final_placement.png
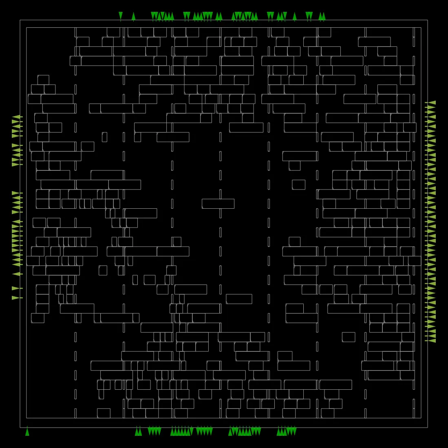
met2.png
Scale: 4 px per um.
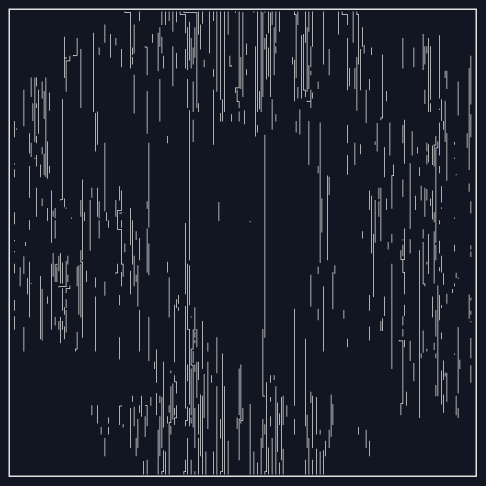
pins.png
Scale: 4 px per um. Pins as bars across the die edge, other pins in grey.
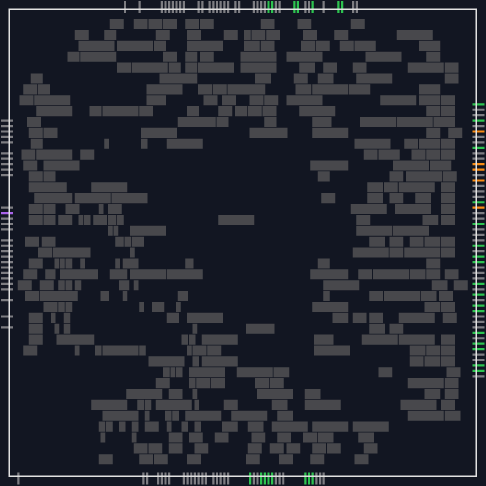
metal_stack.png
Scale: 2 px per um. Only two layers are drawn.
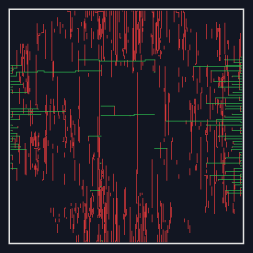
## src/rtl/cp0_exc_redirect_pkg.sv

```systemverilog
// Shared definitions for the CP0 exception/ERET redirect controller:
// the BEV=1 general exception vector, the ExcCode values WB can report,
// and the controller state encoding.
package cp0_exc_redirect_pkg;

  localparam logic [31:0] EXC_VECTOR_BEV = 32'hBFC0_0380;

  localparam logic [4:0] EXC_INT  = 5'h00;
  localparam logic [4:0] EXC_ADEL = 5'h04;
  localparam logic [4:0] EXC_ADES = 5'h05;
  localparam logic [4:0] EXC_SYS  = 5'h08;
  localparam logic [4:0] EXC_BP   = 5'h09;
  localparam logic [4:0] EXC_RI   = 5'h0A;
  localparam logic [4:0] EXC_OV   = 5'h0C;

  typedef enum logic [1:0] {
    ST_IDLE  = 2'd0,
    ST_FLUSH = 2'd1,
    ST_REDIR = 2'd2
  } state_e;

endpackage

```

## src/rtl/cp0_exc_redirect_hold.sv

```systemverilog
// exc_redirect_hold: holds the redirect target and the valid flag offered
// to IF, and performs the valid/ready handshake.
//   clk, rst        clock, async active-high reset
//   capture_i       load capture_pc_i as the new target (request accept)
//   capture_pc_i    target to latch
//   offer_i         raise redir_valid_o on the next edge
//   redir_ready_i   IF accepts the redirect
//   redir_valid_o   redirect offered
//   redir_pc_o      target, stable while redir_valid_o
//   fire_o          handshake completes this cycle
module exc_redirect_hold
  import cp0_exc_redirect_pkg::*;
#(
  parameter logic [31:0] RESET_PC = EXC_VECTOR_BEV
) (
  input  logic        clk,
  input  logic        rst,
  input  logic        capture_i,
  input  logic [31:0] capture_pc_i,
  input  logic        offer_i,
  input  logic        redir_ready_i,
  output logic        redir_valid_o,
  output logic [31:0] redir_pc_o,
  output logic        fire_o
);

  logic        valid_q;
  logic [31:0] pc_q;

  assign fire_o        = valid_q & redir_ready_i;
  assign redir_valid_o = valid_q;
  assign redir_pc_o    = pc_q;

  always_ff @(posedge clk or posedge rst) begin
    if (rst) begin
      valid_q <= 1'b0;
      pc_q    <= RESET_PC;
    end else begin
      if (capture_i) pc_q <= capture_pc_i;
      if (offer_i) valid_q <= 1'b1;
      else if (fire_o) valid_q <= 1'b0;
    end
  end

endmodule

```

## src/rtl/cp0_exc_redirect.sv

```systemverilog
// cp0_exc_redirect: accepts exception / ERET requests from WB, emits the
// one-cycle CP0 strobes, flushes the pipeline and hands IF a redirect PC.
//   exc_req/exc_pc/exc_bd/exc_code  exception request from WB
//   eret_req, cp0_epc_data          ERET request and current EPC
//   cp0_status_exl                  Status.EXL (does not affect target)
//   exception/exc_bd_o/exc_pc_o/cause_code  CP0 exception update
//   exl_clr                         CP0 EXL clear strobe (ERET)
//   flush                           kill IF..MEM
//   redir_valid/redir_pc/redir_ready  redirect handshake with IF
//   busy                            controller not idle; WB stalls commits
module cp0_exc_redirect
  import cp0_exc_redirect_pkg::*;
#(
  parameter logic [31:0] EXC_VECTOR   = EXC_VECTOR_BEV,
  parameter int unsigned FLUSH_CYCLES = 2
) (
  input  logic        clk,
  input  logic        rst,
  input  logic        exc_req,
  input  logic [31:0] exc_pc,
  input  logic        exc_bd,
  input  logic [4:0]  exc_code,
  input  logic        eret_req,
  input  logic [31:0] cp0_epc_data,
  input  logic        cp0_status_exl,
  output logic        exception,
  output logic        exc_bd_o,
  output logic [31:0] exc_pc_o,
  output logic [4:0]  cause_code,
  output logic        exl_clr,
  output logic        flush,
  output logic        redir_valid,
  output logic [31:0] redir_pc,
  input  logic        redir_ready,
  output logic        busy
);

  localparam int unsigned       CNT_W    = (FLUSH_CYCLES > 1) ? $clog2(FLUSH_CYCLES) : 1;
  localparam logic [CNT_W-1:0]  CNT_LAST = CNT_W'(FLUSH_CYCLES - 1);

  state_e            state_q;
  logic [CNT_W-1:0]  cnt_q;
  logic              exception_q;
  logic              exl_clr_q;
  logic              flush_q;
  logic              bd_q;
  logic [31:0]       pc_q;
  logic [4:0]        code_q;

  logic              accept_exc;
  logic              accept_eret;
  logic              capture;
  logic [31:0]       capture_pc;
  logic              offer;
  logic              fire;

  // EXL only matters to CP0 (EPC hold); the redirect target ignores it.
  logic unused_exl;
  assign unused_exl = cp0_status_exl;

  // Exception has priority over a simultaneous ERET.
  assign accept_exc  = (state_q == ST_IDLE) && exc_req;
  assign accept_eret = (state_q == ST_IDLE) && eret_req && !exc_req;
  assign capture     = accept_exc || accept_eret;
  assign capture_pc  = accept_exc ? EXC_VECTOR : cp0_epc_data;

  // flush rises on the first FLUSH edge; the counter then tracks completed
  // flush cycles so the redirect is offered after exactly FLUSH_CYCLES of them.
  assign offer = (state_q == ST_FLUSH) && flush_q && (cnt_q == CNT_LAST);

  always_ff @(posedge clk or posedge rst) begin
    if (rst) begin
      state_q     <= ST_IDLE;
      cnt_q       <= '0;
      exception_q <= 1'b0;
      exl_clr_q   <= 1'b0;
      flush_q     <= 1'b0;
      bd_q        <= 1'b0;
      pc_q        <= '0;
      code_q      <= '0;
    end else begin
      exception_q <= 1'b0;
      exl_clr_q   <= 1'b0;
      case (state_q)
        ST_IDLE: begin
          cnt_q <= '0;
          if (accept_exc) begin
            exception_q <= 1'b1;
            pc_q        <= exc_pc;
            bd_q        <= exc_bd;
            code_q      <= exc_code;
            state_q     <= ST_FLUSH;
          end else if (accept_eret) begin
            exl_clr_q <= 1'b1;
            state_q   <= ST_FLUSH;
          end
        end
        ST_FLUSH: begin
          flush_q <= 1'b1;
          if (flush_q) begin
            if (cnt_q == CNT_LAST) state_q <= ST_REDIR;
            else cnt_q <= cnt_q + 1'b1;
          end
        end
        ST_REDIR: begin
          if (fire) begin
            flush_q <= 1'b0;
            state_q <= ST_IDLE;
          end
        end
        default: state_q <= ST_IDLE;
      endcase
    end
  end

  exc_redirect_hold #(
    .RESET_PC(EXC_VECTOR)
  ) u_hold (
    .clk          (clk),
    .rst          (rst),
    .capture_i    (capture),
    .capture_pc_i (capture_pc),
    .offer_i      (offer),
    .redir_ready_i(redir_ready),
    .redir_valid_o(redir_valid),
    .redir_pc_o   (redir_pc),
    .fire_o       (fire)
  );

  assign exception  = exception_q;
  assign exl_clr    = exl_clr_q;
  assign exc_bd_o   = bd_q;
  assign exc_pc_o   = pc_q;
  assign cause_code = code_q;
  assign flush      = flush_q;
  assign busy       = (state_q != ST_IDLE);

endmodule

```

## config.mk

```make
export PLATFORM = sky130hd
export DESIGN_NAME = cp0_exc_redirect
export DESIGN_NICKNAME = d
export VERILOG_FILES = /design/src/rtl/cp0_exc_redirect_pkg.sv /design/src/rtl/cp0_exc_redirect_hold.sv /design/src/rtl/cp0_exc_redirect.sv
export SDC_FILE = /design/constraint.sdc
export NUM_CORES = 1
export LEC_CHECK = 0
export ABC_AREA = 0
export CAP_MARGIN = 20
export CORE_MARGIN = 1.5
export CORE_UTILIZATION = 23
export CTS_CLUSTER_SIZE = 30
export DETAILED_ROUTE_END_ITERATION = 16
export PLACE_DENSITY = 0.55
export SYNTH_ARGS = -nofsm -noshare
export SYNTH_HDL_FRONTEND = slang
export SYNTH_SLANG_ARGS = --single-unit
```

## constraint.sdc

```tcl
create_clock -name clk -period 3.35 [get_ports clk]
set_input_delay 0.8375 -clock clk [delete_from_list [all_inputs] [get_ports clk]]
set_output_delay 0.8375 -clock clk [all_outputs]
set_load 0.02 [all_outputs]
```

==> ci_impl_report.md <==
### Flow metrics

| Metric | Value |
|---|---|
| Outcome | `complete, no violations` |
| Required @ worst endpoint | `2.51 ns` |
| Syn avg cell area | `14.2 sq um` |
| Pre-CTS setup slack | `0.598 ns` |
| Flop2flop setup slack | `1.57 ns` |
| Logic family by area | `multiplexers` |
| First-pass DRT Iterations | `4` |
| Hold depth | `1` |
| Worst Setup EP | `busy` |
| Most frequent cells in the layout | `clkdlybuf4s50_1, dfrtp_1, mux2_2, o21ai_0, dfstp_2` |
| FP Core Util | `0.235` |
| Hold_buf cts | `0` |
| Pint | `3.19 mW` |
| Worst skew pair latency | `0.33 ns` |
| Reg2reg start | `state_q[0]$_DFFE_PP0P_` |
| Fin. Hold Viols | `0` |
| Commonest cells in the netlist | `dfrtp_1, mux2_2, o21ai_0, dfstp_2` |
| Crit path max fanout | `11` |
| Yosys stat chip area | `0.00296 sq mm` |
| Worst reg-to-reg path cell count | `5` |
| OpenROAD warning count | `27` |
| Die area | `0.0135 sq mm` |
| Clock buffer depth | `2` |
| Logic gate share of total power | `0.469` |
| Seq pwr share | `0.341` |
| Library cell occupying the most area in the post-synthesis netlist | `dfrtp_1` |
| Logic share of the area | `0.188` |
| Top_reg_cell synth | `dfrtp_1` |
| Inverters | `5` |
| Top class by area | `registers` |
| Worst-path clk slew | `0.06 ns` |
| Layout non-clock buf frac | `0.311` |
| Final nets | `438` |
| Setup crit start kind | `flip-flop` |
| Warnings, synthesis | `0` |
| Hold Crit Class | `flip-flop to flip-flop` |
| Logic area | `928 sq um` |
| Clock-net power | `0.925 mW` |
| Syn Nets | `285` |
| 1st-iter DRT viols | `55` |
-- final_placement.png (at the start) --
Tap Count: 172
fillers: 1203

-- met2.png (at the start) --
longest straight run: 50.7 um
wire length on this layer: 3660 um
WL final: 7800 um
met2 Track Usage GR: 0.181
vias: 2217

-- pins.png (at the start) --
[green] `exc_pc` | pins: 32 | direction: input | edge: 17 right, 8 bottom, 7 top
[purple] `flush` | pins: 1 | direction: output | edge: left
[orange] `exc_code` | pins: 5 | direction: input | edge: right
all pins by edge: 51 right, 37 top, 35 bottom, 28 left
Die X: 116 um
Die Span Y: 116 um
Port Buffers: 149

-- metal_stack.png (at the start) --
[red] met2 | wire length: 3660 um
[green] met3 | wire length: 653 um
Tot GR Track Use: 0.115
mean routed wirelength per cell: 14.5 um

Power is estimated from default activity; no workload was simulated.
